===== src/rtl/icache_sa_if.sv =====
// Fetch-side request/response and refill-side bus of the set-associative instruction cache.
// The slave modport is the cache view; master is the fetch unit plus instruction memory.
interface icache_sa_if #(
   parameter int ADDR_W = 32,
   parameter int DATA_W = 32,
   parameter int CNT_W  = 32
);
   logic              req_valid;
   logic [ADDR_W-1:0] req_addr;
   logic              req_ready;
   logic              resp_valid;
   logic [DATA_W-1:0] resp_data;
   logic              resp_hit;
   logic              flush;
   logic              mem_req_valid;
   logic [ADDR_W-1:0] mem_req_addr;
   logic              mem_req_ready;
   logic              mem_resp_valid;
   logic [DATA_W-1:0] mem_resp_data;
   logic [CNT_W-1:0]  hit_count;
   logic [CNT_W-1:0]  miss_count;

   modport slave (
      input  req_valid, req_addr, flush, mem_req_ready, mem_resp_valid, mem_resp_data,
      output req_ready, resp_valid, resp_data, resp_hit, mem_req_valid, mem_req_addr,
             hit_count, miss_count
   );

   modport master (
      output req_valid, req_addr, flush, mem_req_ready, mem_resp_valid, mem_resp_data,
      input  req_ready, resp_valid, resp_data, resp_hit, mem_req_valid, mem_req_addr,
             hit_count, miss_count
   );
endinterface


===== src/rtl/icache_sa.sv =====
// Set-associative read-only instruction cache: registered-read tag/data arrays per way,
// blocking miss FSM with burst line refill, deferred flush and saturating hit/miss counters.
module icache_sa #(
   parameter int ADDR_W     = 32,
   parameter int DATA_W     = 32,
   parameter int SETS       = 16,
   parameter int WAYS       = 2,
   parameter int LINE_WORDS = 4,
   parameter int CNT_W      = 32
) (
   input  logic        clk,
   input  logic        rst_n,
   icache_sa_if.slave  bus
);
   localparam int OFF_W = $clog2(DATA_W / 8);
   localparam int WI_W  = $clog2(LINE_WORDS);
   localparam int SI_W  = $clog2(SETS);
   localparam int TAG_W = ADDR_W - OFF_W - WI_W - SI_W;
   localparam int WAY_W = (WAYS > 1) ? $clog2(WAYS) : 1;
   localparam int LA_W  = OFF_W + WI_W;

   typedef enum logic [1:0] {LOOKUP, MISS_REQ, REFILL, RESP} state_t;

   state_t             state_q, state_d;
   logic               pending_q, pending_d;
   logic [ADDR_W-1:0]  addr_q;
   logic [WAY_W-1:0]   way_q;
   logic               evict_q;
   logic [WI_W-1:0]    beat_q;
   logic [DATA_W-1:0]  resp_word_q;
   logic               flush_pend_q, flush_pend_d;
   logic [CNT_W-1:0]   hit_cnt_q, miss_cnt_q;
   logic [WAY_W-1:0]   victim_q [SETS];

   logic [TAG_W-1:0]   tag_f;
   logic [SI_W-1:0]    set_f, req_set;
   logic [WI_W-1:0]    word_f, req_word;
   logic [WAYS-1:0]    hit_vec, set_valid;
   logic [DATA_W-1:0]  rd_data [WAYS];
   logic [DATA_W-1:0]  hit_data;
   logic               lookup, hit, miss, accept, beat_we, line_done, do_flush;
   logic [WAY_W-1:0]   fill_way, next_victim;
   logic               fill_evict;
   logic               req_ready_c, resp_valid_c, resp_hit_c, mem_req_valid_c;
   logic [DATA_W-1:0]  resp_data_c;
   logic [ADDR_W-1:0]  mem_req_addr_c;
   logic               unused_lsb;

   assign tag_f    = addr_q[ADDR_W-1 -: TAG_W];
   assign set_f    = addr_q[LA_W +: SI_W];
   assign word_f   = addr_q[OFF_W +: WI_W];
   assign req_set  = bus.req_addr[LA_W +: SI_W];
   assign req_word = bus.req_addr[OFF_W +: WI_W];

   generate
      if (OFF_W > 0) begin : g_lsb
         assign unused_lsb = ^{addr_q[OFF_W-1:0], bus.req_addr[OFF_W-1:0]};
      end else begin : g_no_lsb
         assign unused_lsb = 1'b0;
      end
   endgenerate

   assign lookup    = (state_q == LOOKUP) && pending_q;
   assign hit       = lookup && (|hit_vec);
   assign miss      = lookup && !(|hit_vec);
   assign accept    = bus.req_valid && req_ready_c;
   assign beat_we   = (state_q == REFILL) && bus.mem_resp_valid;
   assign line_done = beat_we && (beat_q == WI_W'(LINE_WORDS - 1));
   // A flush raised outside LOOKUP is held and lands on the RESP -> LOOKUP edge.
   assign do_flush  = ((state_q == LOOKUP) && bus.flush) ||
                      ((state_q == RESP) && (flush_pend_q || bus.flush));

   generate
      for (genvar gi = 0; gi < WAYS; gi++) begin : g_way
         logic [TAG_W-1:0]  tag_mem  [SETS];
         logic [DATA_W-1:0] data_mem [SETS*LINE_WORDS];
         logic [TAG_W-1:0]  rd_tag_q;
         logic [DATA_W-1:0] rd_data_q;
         logic [SETS-1:0]   valid_q;
         logic              sel;

         assign sel = (way_q == WAY_W'(gi));

         always_ff @(posedge clk) begin
            if (beat_we && sel)
               data_mem[{set_f, beat_q}] <= bus.mem_resp_data;
            if (line_done && sel)
               tag_mem[set_f] <= tag_f;
            if (accept) begin
               rd_data_q <= data_mem[{req_set, req_word}];
               rd_tag_q  <= tag_mem[req_set];
            end
         end

         always_ff @(posedge clk or negedge rst_n) begin
            if (!rst_n)
               valid_q <= '0;
            else if (do_flush)
               valid_q <= '0;
            else if (line_done && sel)
               valid_q[set_f] <= 1'b1;
         end

         assign set_valid[gi] = valid_q[set_f];
         assign hit_vec[gi]   = valid_q[set_f] && (rd_tag_q == tag_f);
         assign rd_data[gi]   = rd_data_q;
      end
   endgenerate

   always_comb begin
      hit_data = '0;
      for (int w = 0; w < WAYS; w++)
         if (hit_vec[w]) hit_data = rd_data[w];
   end

   // Lowest invalid way wins; only a full set consults the victim pointer.
   always_comb begin
      fill_way   = victim_q[set_f];
      fill_evict = 1'b1;
      for (int w = WAYS - 1; w >= 0; w--) begin
         if (!set_valid[w]) begin
            fill_way   = WAY_W'(w);
            fill_evict = 1'b0;
         end
      end
   end

   assign next_victim = (way_q == WAY_W'(WAYS - 1)) ? '0 : way_q + WAY_W'(1);

   always_ff @(posedge clk or negedge rst_n) begin
      if (!rst_n) begin
         state_q <= LOOKUP;
      end else begin
         state_q <= state_d;
      end
   end

   always_comb begin
      state_d = state_q;
      case (state_q)
         LOOKUP:   if (miss) state_d = MISS_REQ;
         MISS_REQ: if (bus.mem_req_ready) state_d = REFILL;
         REFILL:   if (line_done) state_d = RESP;
         RESP:     state_d = LOOKUP;
         default:  state_d = LOOKUP;
      endcase
   end

   always_comb begin
      req_ready_c     = (state_q == LOOKUP) && !miss && !bus.flush;
      resp_valid_c    = hit || (state_q == RESP);
      resp_hit_c      = hit;
      resp_data_c     = '0;
      mem_req_valid_c = (state_q == MISS_REQ);
      mem_req_addr_c  = '0;
      if (hit)
         resp_data_c = hit_data;
      else if (state_q == RESP)
         resp_data_c = resp_word_q;
      if (state_q == MISS_REQ)
         mem_req_addr_c = {addr_q[ADDR_W-1:LA_W], {LA_W{1'b0}}};
   end

   always_comb begin
      pending_d = pending_q;
      if (state_q == LOOKUP)
         pending_d = accept || miss;
      else if (state_q == RESP)
         pending_d = 1'b0;
      flush_pend_d = ((state_q == MISS_REQ) || (state_q == REFILL)) && (flush_pend_q || bus.flush);
   end

   always_ff @(posedge clk or negedge rst_n) begin
      if (!rst_n) begin
         pending_q    <= 1'b0;
         addr_q       <= '0;
         way_q        <= '0;
         evict_q      <= 1'b0;
         beat_q       <= '0;
         resp_word_q  <= '0;
         flush_pend_q <= 1'b0;
         hit_cnt_q    <= '0;
         miss_cnt_q   <= '0;
      end else begin
         pending_q    <= pending_d;
         flush_pend_q <= flush_pend_d;
         if (accept)
            addr_q <= bus.req_addr;
         if (miss) begin
            way_q   <= fill_way;
            evict_q <= fill_evict;
         end
         if ((state_q == MISS_REQ) && bus.mem_req_ready)
            beat_q <= '0;
         else if (beat_we)
            beat_q <= beat_q + 1'b1;
         if (beat_we && (beat_q == word_f))
            resp_word_q <= bus.mem_resp_data;
         if (hit && (hit_cnt_q != '1))
            hit_cnt_q <= hit_cnt_q + 1'b1;
         if (miss && (miss_cnt_q != '1))
            miss_cnt_q <= miss_cnt_q + 1'b1;
      end
   end

   always_ff @(posedge clk or negedge rst_n) begin
      if (!rst_n) begin
         for (int s = 0; s < SETS; s++) victim_q[s] <= '0;
      end else if (do_flush) begin
         for (int s = 0; s < SETS; s++) victim_q[s] <= '0;
      end else if (line_done && evict_q) begin
         victim_q[set_f] <= next_victim;
      end
   end

   assign bus.req_ready     = req_ready_c;
   assign bus.resp_valid    = resp_valid_c;
   assign bus.resp_hit      = resp_hit_c;
   assign bus.resp_data     = resp_data_c;
   assign bus.mem_req_valid = mem_req_valid_c;
   assign bus.mem_req_addr  = mem_req_addr_c;
   assign bus.hit_count     = hit_cnt_q;
   assign bus.miss_count    = miss_cnt_q;
endmodule


===== src/flat_wrapper.sv =====
// flat-port wrapper written by rule: the top's interface ports become plain ports
module icache_sa_flat 
#(
   parameter int ADDR_W     = 32,
   parameter int DATA_W     = 32,
   parameter int SETS       = 16,
   parameter int WAYS       = 2,
   parameter int LINE_WORDS = 4,
   parameter int CNT_W      = 32
)
  (clk, rst_n, bus_req_valid, bus_req_addr, bus_flush, bus_mem_req_ready, bus_mem_resp_valid, bus_mem_resp_data, bus_req_ready, bus_resp_valid, bus_resp_data, bus_resp_hit, bus_mem_req_valid, bus_mem_req_addr, bus_hit_count, bus_miss_count);
  icache_sa_if #(.ADDR_W(ADDR_W), .DATA_W(DATA_W), .CNT_W(CNT_W)) bus_i ();
  input  logic clk;
  input  logic rst_n;
  input wire logic [$bits(bus_i.req_valid)-1:0] bus_req_valid;
  input wire logic [$bits(bus_i.req_addr)-1:0] bus_req_addr;
  input wire logic [$bits(bus_i.flush)-1:0] bus_flush;
  input wire logic [$bits(bus_i.mem_req_ready)-1:0] bus_mem_req_ready;
  input wire logic [$bits(bus_i.mem_resp_valid)-1:0] bus_mem_resp_valid;
  input wire logic [$bits(bus_i.mem_resp_data)-1:0] bus_mem_resp_data;
  output wire logic [$bits(bus_i.req_ready)-1:0] bus_req_ready;
  output wire logic [$bits(bus_i.resp_valid)-1:0] bus_resp_valid;
  output wire logic [$bits(bus_i.resp_data)-1:0] bus_resp_data;
  output wire logic [$bits(bus_i.resp_hit)-1:0] bus_resp_hit;
  output wire logic [$bits(bus_i.mem_req_valid)-1:0] bus_mem_req_valid;
  output wire logic [$bits(bus_i.mem_req_addr)-1:0] bus_mem_req_addr;
  output wire logic [$bits(bus_i.hit_count)-1:0] bus_hit_count;
  output wire logic [$bits(bus_i.miss_count)-1:0] bus_miss_count;
  assign bus_i.req_valid = bus_req_valid;
  assign bus_i.req_addr = bus_req_addr;
  assign bus_i.flush = bus_flush;
  assign bus_i.mem_req_ready = bus_mem_req_ready;
  assign bus_i.mem_resp_valid = bus_mem_resp_valid;
  assign bus_i.mem_resp_data = bus_mem_resp_data;
  assign bus_req_ready = bus_i.req_ready;
  assign bus_resp_valid = bus_i.resp_valid;
  assign bus_resp_data = bus_i.resp_data;
  assign bus_resp_hit = bus_i.resp_hit;
  assign bus_mem_req_valid = bus_i.mem_req_valid;
  assign bus_mem_req_addr = bus_i.mem_req_addr;
  assign bus_hit_count = bus_i.hit_count;
  assign bus_miss_count = bus_i.miss_count;
  icache_sa #(.ADDR_W(ADDR_W), .DATA_W(DATA_W), .SETS(SETS), .WAYS(WAYS), .LINE_WORDS(LINE_WORDS), .CNT_W(CNT_W)) u_core (.clk(clk), .rst_n(rst_n), .bus(bus_i));
endmodule

===== config.mk =====
export PLATFORM = sky130hd
export DESIGN_NAME = icache_sa_flat
export DESIGN_NICKNAME = d
export VERILOG_FILES = /design/src/rtl/icache_sa_if.sv /design/src/rtl/icache_sa.sv /design/src/flat_wrapper.sv
export SDC_FILE = /design/constraint.sdc
export NUM_CORES = 2
export LEC_CHECK = 0
export CAP_MARGIN = 10
export CORE_MARGIN = 1.5
export CORE_UTILIZATION = 45
export DETAILED_ROUTE_END_ITERATION = 10
export PLACE_DENSITY = 0.67
export RECOVER_POWER = 50
export SYNTH_ARGS = -nofsm -noshare
export SYNTH_HDL_FRONTEND = slang
export SYNTH_MEMORY_MAX_BITS = 65536
export SYNTH_SLANG_ARGS = --single-unit

===== constraint.sdc =====
create_clock -name clk -period 6.6 [get_ports clk]
set_input_delay 1.32 -clock clk [delete_from_list [all_inputs] [get_ports clk]]
set_output_delay 1.32 -clock clk [all_outputs]
set_load 0.02 [all_outputs]

Fig. 1: sequential cells grouped by signal name
Scale bar: 200 um.
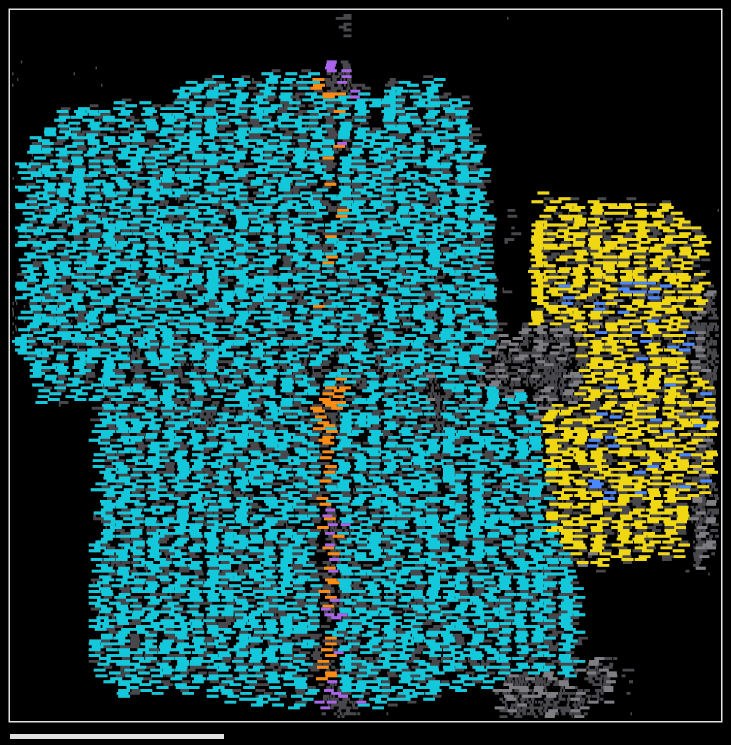
cyan -> u_core.g_way.data_mem  # flops 4096
yellow -> u_core.g_way.tag_mem  # flops 768, where right middle
blue -> u_core.g_way.rd_tag_q  # flops 48, where right middle
purple -> u_core.resp_word_q  # flops 32, where a vertical strip down the middle
orange -> u_core.g_way.rd_data_q  # flops 64, where a vertical strip down the middle

Fig. 2: routing congestion map
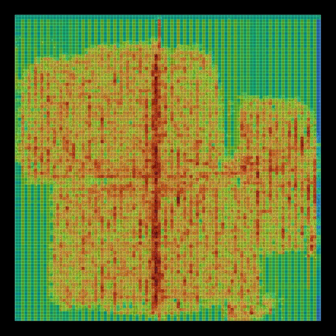
final core utilization: 51.7%
met3 Use GR: 3.65%
busiest grt layer: met2
Routed WL per cell: 32.5 um

==> impl_metrics.yaml <==
# synthesis and place-and-route metrics
run_status:
  status: "complete, but fails checks"
  violations: "capacitance limit, slew limit"
drt:
  ant_nets: 0
  dr_wl_met3_um: 42000
  first_iter_violations: 11500
synthesis:
  syn-cell-area_um2: 197000
  synth_sequential_area_ratio_pct: 78.1
  ys_ff: 5158
  ys_chip_area_um2: 197000
  yosys.cell_types.count: 59
  simple_gate_share_pct: 1.32
  xor_area_share_pct: 0.517
  yosysWarningCount: 0
  top_area_share_pct: 75.8
  flop_cell: "edfxtp_1"
  top_cells_by_count: "edfxtp_1, mux4_2, clkbuf_1"
placed_design:
  place.gp.congestion: 0.839
sta:
  tns_ns: 0
  clock_skew_ns: 0.0464
  hold_ws_ns: 0.487
  max_freq_mhz: 153
  final_max_slew_viol_count: 4561
floorplan:
  n_tap_cell: 5734
  io_pins: 202
  rows: 242
  die_h_um: 665
hold_path:
  hp-start: "u_core.flush_pend_q"
  hold_path.class: "reg -> reg"
cts:
  cts_resized: 0
  cts_setup_buffers: 3
  clkSinkCount: 5158
  cts_max_level: 6
final_layout:
  drive_gt1_share_pct: 31.9
  bufAreaShareNonClock_pct: 2.13
  logic_area_um2: 42400
  syn_to_final_growth_pct: 14.1
critical_path:
  r2r_cells: 8
  slowest_stage: "dfrtp_1"
  crit_path_start_kind: "register"
  crit_fanout: 35
  crit_required_ns: 5.28
flow_run:
  drv_cap: 77
  tool_warnings: 33
grt:
  grt_pass1_vias: 92700
  grt_antenna_before_repair: 56
  grt_max_degree: 100
  grt_pass1_wl_um: 681000
power:
  power_leakage_nw: 69.6
==> worst reg2reg max path: stages, from the launching register on <==
cell	delay [ns]
dfrtp_1	0.41
inv_1	0.14
ha_1	0.25
and2_0	0.41
and3_1	0.37
nand3_1	0.13
clkbuf_1	0.61
nor2_1	1.81
buf_4	0.59
==> worst max-delay path by stage <==
stage / startpoint / end / slack (ns) / cells after the start
detailed placement: u_core.addr_q[4] / bus_resp_data[6] / 0.74 / 10
global placement: u_core.addr_q[4] / bus_resp_data[6] / 0.72 / 10
floorplan: bus_mem_resp_valid / u_core.g_way[1].tag_mem[4][0] / 2.38 / 5
finish: u_core.addr_q[9] / bus_resp_data[9] / 0.08 / 8
global route: u_core.addr_q[9] / bus_req_ready / 0.01 / 8
CTS: u_core.addr_q[9] / bus_resp_data[9] / 0.04 / 8
==> power breakdown <==
part / leakage (nW) / internal, mW / switching (mW)
logic: 14.4 / 2.09 / 3.89
clock network: 8.01 / 16.3 / 12.3
registers: 47.2 / 37.2 / 0.523
total: 69.6 / 55.6 / 16.7
==> sequential cells by signal (all words and copies together), names as in the netlist, 2 cells and up <==
name,cells
u_core.g_way.tag_mem,768
u_core.beat_q,2
u_core.state_q,2
u_core.g_way.rd_tag_q,48
u_core.resp_word_q,32
u_core.victim_q,16
u_core.g_way.valid_q,32
u_core.g_way.rd_data_q,64
u_core.bus.miss_count,32
u_core.addr_q,30
u_core.bus.hit_count,32
u_core.g_way.data_mem,4096
==> through the flow <==
step           power, mW  instance area [um^2]  cells  worst slack (ns)
6_report            72.3                225000  14800            0.0828
5_1_grt             74.3                225000  14800            0.0130
4_1_cts             72.7                225000  14800            0.0418
3_5_place_dp        44.4                209000  13900             0.740
3_3_place_gp        44.1                209000  13900             0.722
2_1_floorplan       41.3                197000   8033              2.38
Power figures rest on the tool's default switching activity, not on a simulated workload.
